==> config.mk <==
export PLATFORM = sky130hd
export DESIGN_NAME = dcache_port_arb
export DESIGN_NICKNAME = d
export VERILOG_FILES = /design/src/rtl/dcache_port_arb.sv
export SDC_FILE = /design/constraint.sdc
export NUM_CORES = 1
export LEC_CHECK = 0
export CAP_MARGIN = 20
export CORE_AREA = 2 2 227 229
export DETAILED_ROUTE_END_ITERATION = 7
export DIE_AREA = 0 0 229 231
export HOLD_SLACK_MARGIN = 0.05
export SYNTH_ARGS = -nofsm -noshare
export SYNTH_HDL_FRONTEND = slang
export SYNTH_SLANG_ARGS = --single-unit
==> constraint.sdc <==
create_clock -name clk -period 2.5 [get_ports clk]
set_input_delay 0.5 -clock clk [delete_from_list [all_inputs] [get_ports clk]]
set_output_delay 0.5 -clock clk [all_outputs]
set_load 0.05 [all_outputs]
Run 1, sequential cells colored by netlist name:
(2 px per um) Other sequential cells in the stronger gray, the rest of the logic in the fainter gray.
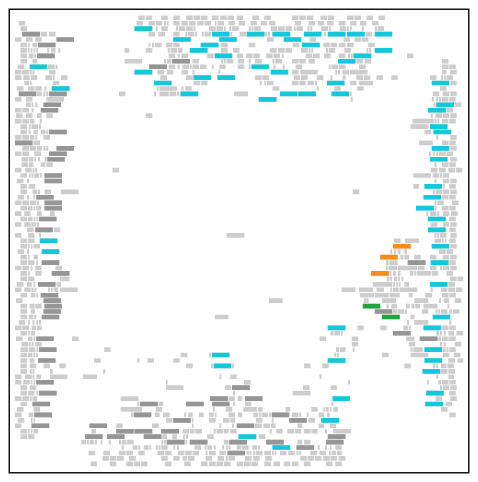
Key: cache_addr_o = cyan [flops 64]; src_q = green [flops 2]; starve_q = orange [flops 3]
register area: 0.00343 mm2
fin util: 24.3%
P_seq: 2.80 mW

Run 1, met1 routing:
(2 px per um)
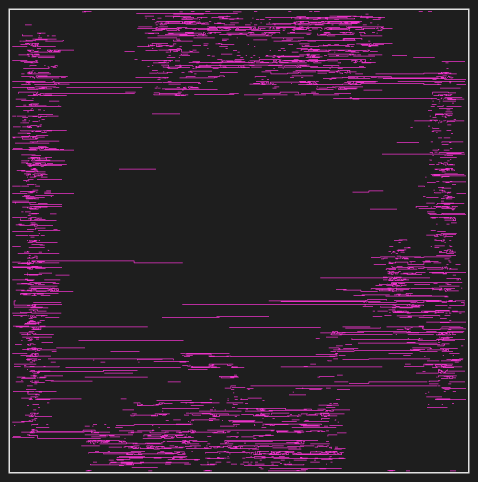
The layer holds 39% of the routed length. The longest straight run is 114 um. The wires run mostly horizontal. 1,221 nets have wire on it. The layer carries 12,000 um of wire.
DR vias: 6,929
met1 Use GR: 12.7%

Run 1, congestion heat map:
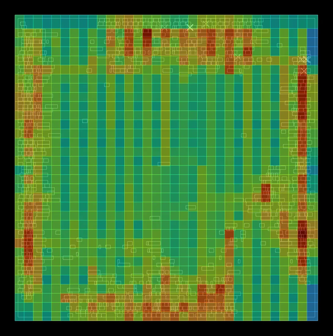
GRT Util Overall: 11.4%
met3 Use GR: 4.69%
GRT Max-Usage Layer: met2
WL/cell: 17.2 um
met2 Usage GRT: 18.7%

==> impl_metrics.yaml, run 1 <==
# synthesis and place-and-route metrics
status:
  outcome: "finished with violations"
  violations: "DRC"
grt:
  grt_pass1_wl_um: 44700
placed_design:
  portBuffers: 460
  place_congestion: 0.858
  hpwl_um: 23600
  post_dp_cell_area_mm2: 0.0117
  dp_cells: 1743
final_layout:
  diodes: 0
  fin_area_mm2: 0.0123
  nets: 1477
  comb_area_mm2: 0.00242
timing:
  fin_crit_sh_pct: 92.0
  final.setup.tns_ns: 0
  clock.fmax_ghz: 0.435
clock_tree:
  insertion_delay_ns: 0.47
  clockBufferDepth: 2
  clkTransAtPathRegs_ns: 0.06
  cts_buffers: 17
floorplanning:
  placeableCoreArea_mm2: 0.0507
  die_y_um: 231
  dieArea_mm2: 0.0529
  rows: 83
worst_setup_path:
  cp-start-kind: "register"
  r2r_slack_ns: 0.46
  max_stage_delay_ns: 0.86
  path_buffers: 1
  required_ns: 2.00
  endpoint_kind: "output pin"
  cp.depth: 1
  critical_path_class: "register to output pin"
  cp_max_fo: 2
yosys:
  ys_sh_mux_pct: 0
  ys_cells: 691
  ys_sh_xor_pct: 0
  ys_sh_aoi_pct: 19.5
  synth_cell_types: 30
  yosys-dominant-comb-family: "AND-OR/OR-AND gates"
  simple_gate_share_pct: 16.5
  fp_nets: 1085
  fa_ha_area_share_pct: 0.381
pwr:
  power_mw: 8.64
  ir_drop_v: 0.000367
detailed_routing:
  initialDrtViolationCount: 524
  drc: 18
  first_pass_iters: 8
  viasPerCell: 3.91
flow_run:
  warning_count: 27
==> run 1: cells in the mapped netlist <==
master | number | share of area (%)
o22a_1 | 1 | 0.13
dfrtp_1 | 137 | 52
o22ai_1 | 1 | 0.095
inv_1 | 6 | 0.34
a222oi_1 | 54 | 8.2
a2111oi_2 | 1 | 0.23
clkbuf_1 | 25 | 1.4
nor3b_1 | 1 | 0.11
a22oi_1 | 64 | 7.3
a21oi_1 | 14 | 1.1
buf_1 | 3 | 0.17
o21ai_0 | 1 | 0.076
and4b_1 | 1 | 0.15
nand3_1 | 2 | 0.15
nand2b_1 | 3 | 0.29
a21o_1 | 3 | 0.34
a31o_2 | 1 | 0.13
nor2b_1 | 1 | 0.095
o21a_1 | 1 | 0.11
nand2_1 | 252 | 14
nor2_1 | 15 | 0.86
buf_4 | 67 | 7.7
buf_6 | 3 | 0.51
buf_2 | 17 | 1.3
nor4_1 | 1 | 0.095
nor3_1 | 2 | 0.15
and2b_4 | 1 | 0.15
a221oi_1 | 10 | 1.3
ha_1 | 2 | 0.38
a2111oi_4 | 1 | 0.42
==> run 1: layout make-up <==
type,count,area share [%]
Clock buffer,23,3.88
Clock inverter,7,0.762
Inverter,6,0.183
Multi-Input combinational cell,433,19.6
Sequential cell,137,27.8
Tap cell,680,6.91
Timing Repair Buffer,488,40.8
==> run 1: report_power, final <==
| group | switching, mW | total (mW) | internal, mW |
|---|---|---|---|
| Clock | 1.01 | 2.53 | 1.53 |
| Combinational | 1.96 | 3.31 | 1.35 |
| Sequential | 0.238 | 2.80 | 2.56 |
==> run 1: stage by stage <==
stage          hold slack (ns)  worst slack (ns)
2_1_floorplan            0.204             0.244
3_3_place_gp             0.494             0.134
3_5_place_dp             0.500            0.0951
4_1_cts                  0.485            0.0692
5_1_grt                  0.517            0.0699
6_report                 0.508             0.200
Run 1, cells colored by class:
(1.5 px per um)
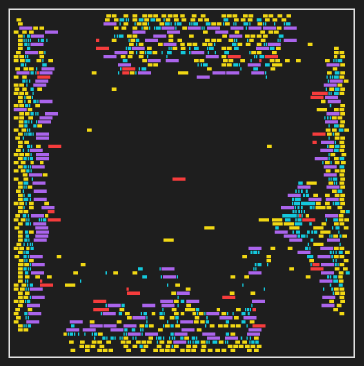

==> run 2: changes to the inputs <==
--- a/config.mk
+++ b/config.mk
@@ -6,9 +6,9 @@
 export NUM_CORES = 1
 export LEC_CHECK = 0
 export CAP_MARGIN = 20
-export CORE_AREA = 2 2 227 229
+export CORE_AREA = 3 3 228 230
 export DETAILED_ROUTE_END_ITERATION = 7
-export DIE_AREA = 0 0 229 231
+export DIE_AREA = 0 0 231 233
 export HOLD_SLACK_MARGIN = 0.05
 export SYNTH_ARGS = -nofsm -noshare
 export SYNTH_HDL_FRONTEND = slang
Run 2, cells colored by class:
(1.5 px per um)
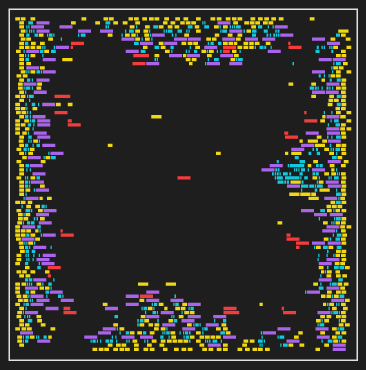
Key: flops = purple [cells 137, share of their area 30%]; combinational and other logic = cyan [cells 439, share of their area 21%]; clock drivers and dummy loads = red [cells 32, share of their area 5.3%]; other buffers and delay cells = yellow [cells 487, share of their area 43%]
fin util: 24.5%
core area: 0.0501 mm2

Run 2, met1 routing:
(2 px per um)
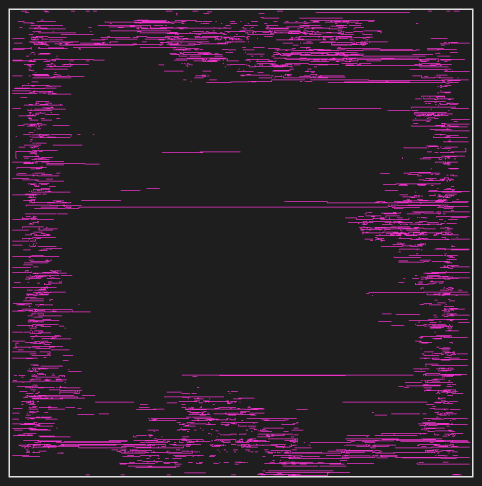
The layer holds 40% of the routed length. The wires run mostly horizontal. The longest straight run is 154 um.
DR vias: 6,943
total routed wirelength: 29,600 um

==> run 2 against run 1 <==
  * The run now ends clean
  * Clock-buffer cell count is 2 lower
  * Setup slack lost 0.016 ns
  * Synthesized cell count unchanged
  * Register-to-register slack better by 0.02 ns
  * Worst hold slack better by 0.0012 ns
  * Global-route usage fell by 0.73 points
  * Sequential power is essentially flat
  * Sequential share of layout area increased by 0.068 points
  * Core utilization up 0.24 points
  * Design area decreased by 0.24%
  * Flip-flop count stayed put
  * First-iteration DRC count shrank 6.9%
  * Highest routed layer is now met4
==> impl_metrics.yaml, run 2 <==
# synthesis and place-and-route metrics
timing:
  fin_crit_sh_pct: 92.7
  final.setup.tns_ns: 0
  clock.fmax_ghz: 0.432
pwr:
  p_seq_mw: 2.77
  p_clk_share_pct: 30.6
  p_sw_mw: 3.22
  seq_power_share_pct: 31.7
  power-top-group: "combinational cells"
  p_comb_mw: 3.30
  switching_share_pct: 36.9
  clock_net_power_mw: 2.67
  combPwrFrac_pct: 37.8
  ir_drop_v: 0.000395
worst_setup_path:
  cp-start-kind: "input port"
  max_stage_delay_ns: 0.48
  r2r_slack_ns: 0.48
  required_ns: 2.00
  cp_max_fo: 4
  endpoint_kind: "output pin"
  critical_path_class: "input port to output pin"
final_layout:
  nets: 1476
clock_tree:
  clockBufferDepth: 2
  insertion_delay_ns: 0.46
  clkTransAtPathRegs_ns: 0.06
yosys:
  largest_area_cell: "dfrtp_1"
  fa_ha_area_share_pct: 0.381
  ys_cells: 691
  yosys.area.top_type_share_pct: 52.2
  fp_nets: 1085
  ys_sh_xor_pct: 0
  flop_cell: "dfrtp_1"
  edf_count: 0
  simple_gate_share_pct: 16.5
  synth_cell_types: 30
  area_leaders: "dfrtp_1, nand2_1, a222oi_1"
  yosys-dominant-comb-family: "AND-OR/OR-AND gates"
  async_flop_share_pct: 100
  ys_sh_aoi_pct: 19.5
detailed_routing:
  viasPerCell: 3.93
  first_pass_iters: 6
  initialDrtViolationCount: 488
  wl_per_cell_um: 16.7
grt:
  grt_pass1_wl_um: 43400
  grt_usage_pct: 10.7
floorplanning:
  rows: 82
  die_y_um: 233
placed_design:
  place_congestion: 0.754
  portBuffers: 460
status:
  outcome: "completed"
flow_run:
  warning_count: 27
[run 2: area by class of cell]
| type | instances | area [um2] | area share, % |
|---|---|---|---|
| antenna | 1 | 2.50 | 0.0204 |
| clock buffer | 21 | 460 | 3.75 |
| clock inverter | 11 | 146 | 1.19 |
| inverter | 6 | 22.5 | 0.183 |
| multi-input combinational | 433 | 2420 | 19.7 |
| sequential | 137 | 3430 | 27.9 |
| tap | 672 | 841 | 6.84 |
| timing repair buffer | 487 | 4970 | 40.4 |
[run 2: repair_timing]
item / 4_1_cts / 5_1_grt
gates resized: 0 / 0
setup buffers: 0 / 0
hold buffers: 1 / 0
endpoints found under the hold margin: 46 / 0
[run 2: through the flow]
step	std cells	area, um2	utilization, %	hold slack, ns	worst slack (ns)
6_report	1768	12300	24.5	0.509	0.183
5_1_grt	1767	12300	24.5	0.528	0.116
4_1_cts	1767	12300	24.5	0.492	0.160
3_5_place_dp	1734	11700	23.3	0.499	0.0647
3_3_place_gp	1734	11700	23.3	0.494	0.113
2_1_floorplan	691	6570	-	0.204	0.244
[run 2: layer usage]
layer	global-route usage, %	wire length (um)	up-vias
met1	12.4	11900	3326
met5	0	0	-
met3	4.31	2940	45
met2	17.3	14000	395
li1	-	-	3177
met4	4.92	716	0
[run 2: critical path: cells and delay by family]
kind / cells / cell delay, ns
AND/OR/NAND/NOR: 2 / 0.50
buffers and inverters: 3 / 0.81
[run 2: cells by family (layout without fill, tap and decap cells)]
| group | Yosys count | after routing |
|---|---|---|
| other | 0 | 1 |
| flip-flops | 137 | 137 |
| adder cells (fa/ha/maj) | 2 | 2 |
| AND-OR/OR-AND | 152 | 152 |
| buffers and inverters | 121 | 525 |
| AND/OR/NAND/NOR | 279 | 279 |
Power and IR drop assume default switching activity.
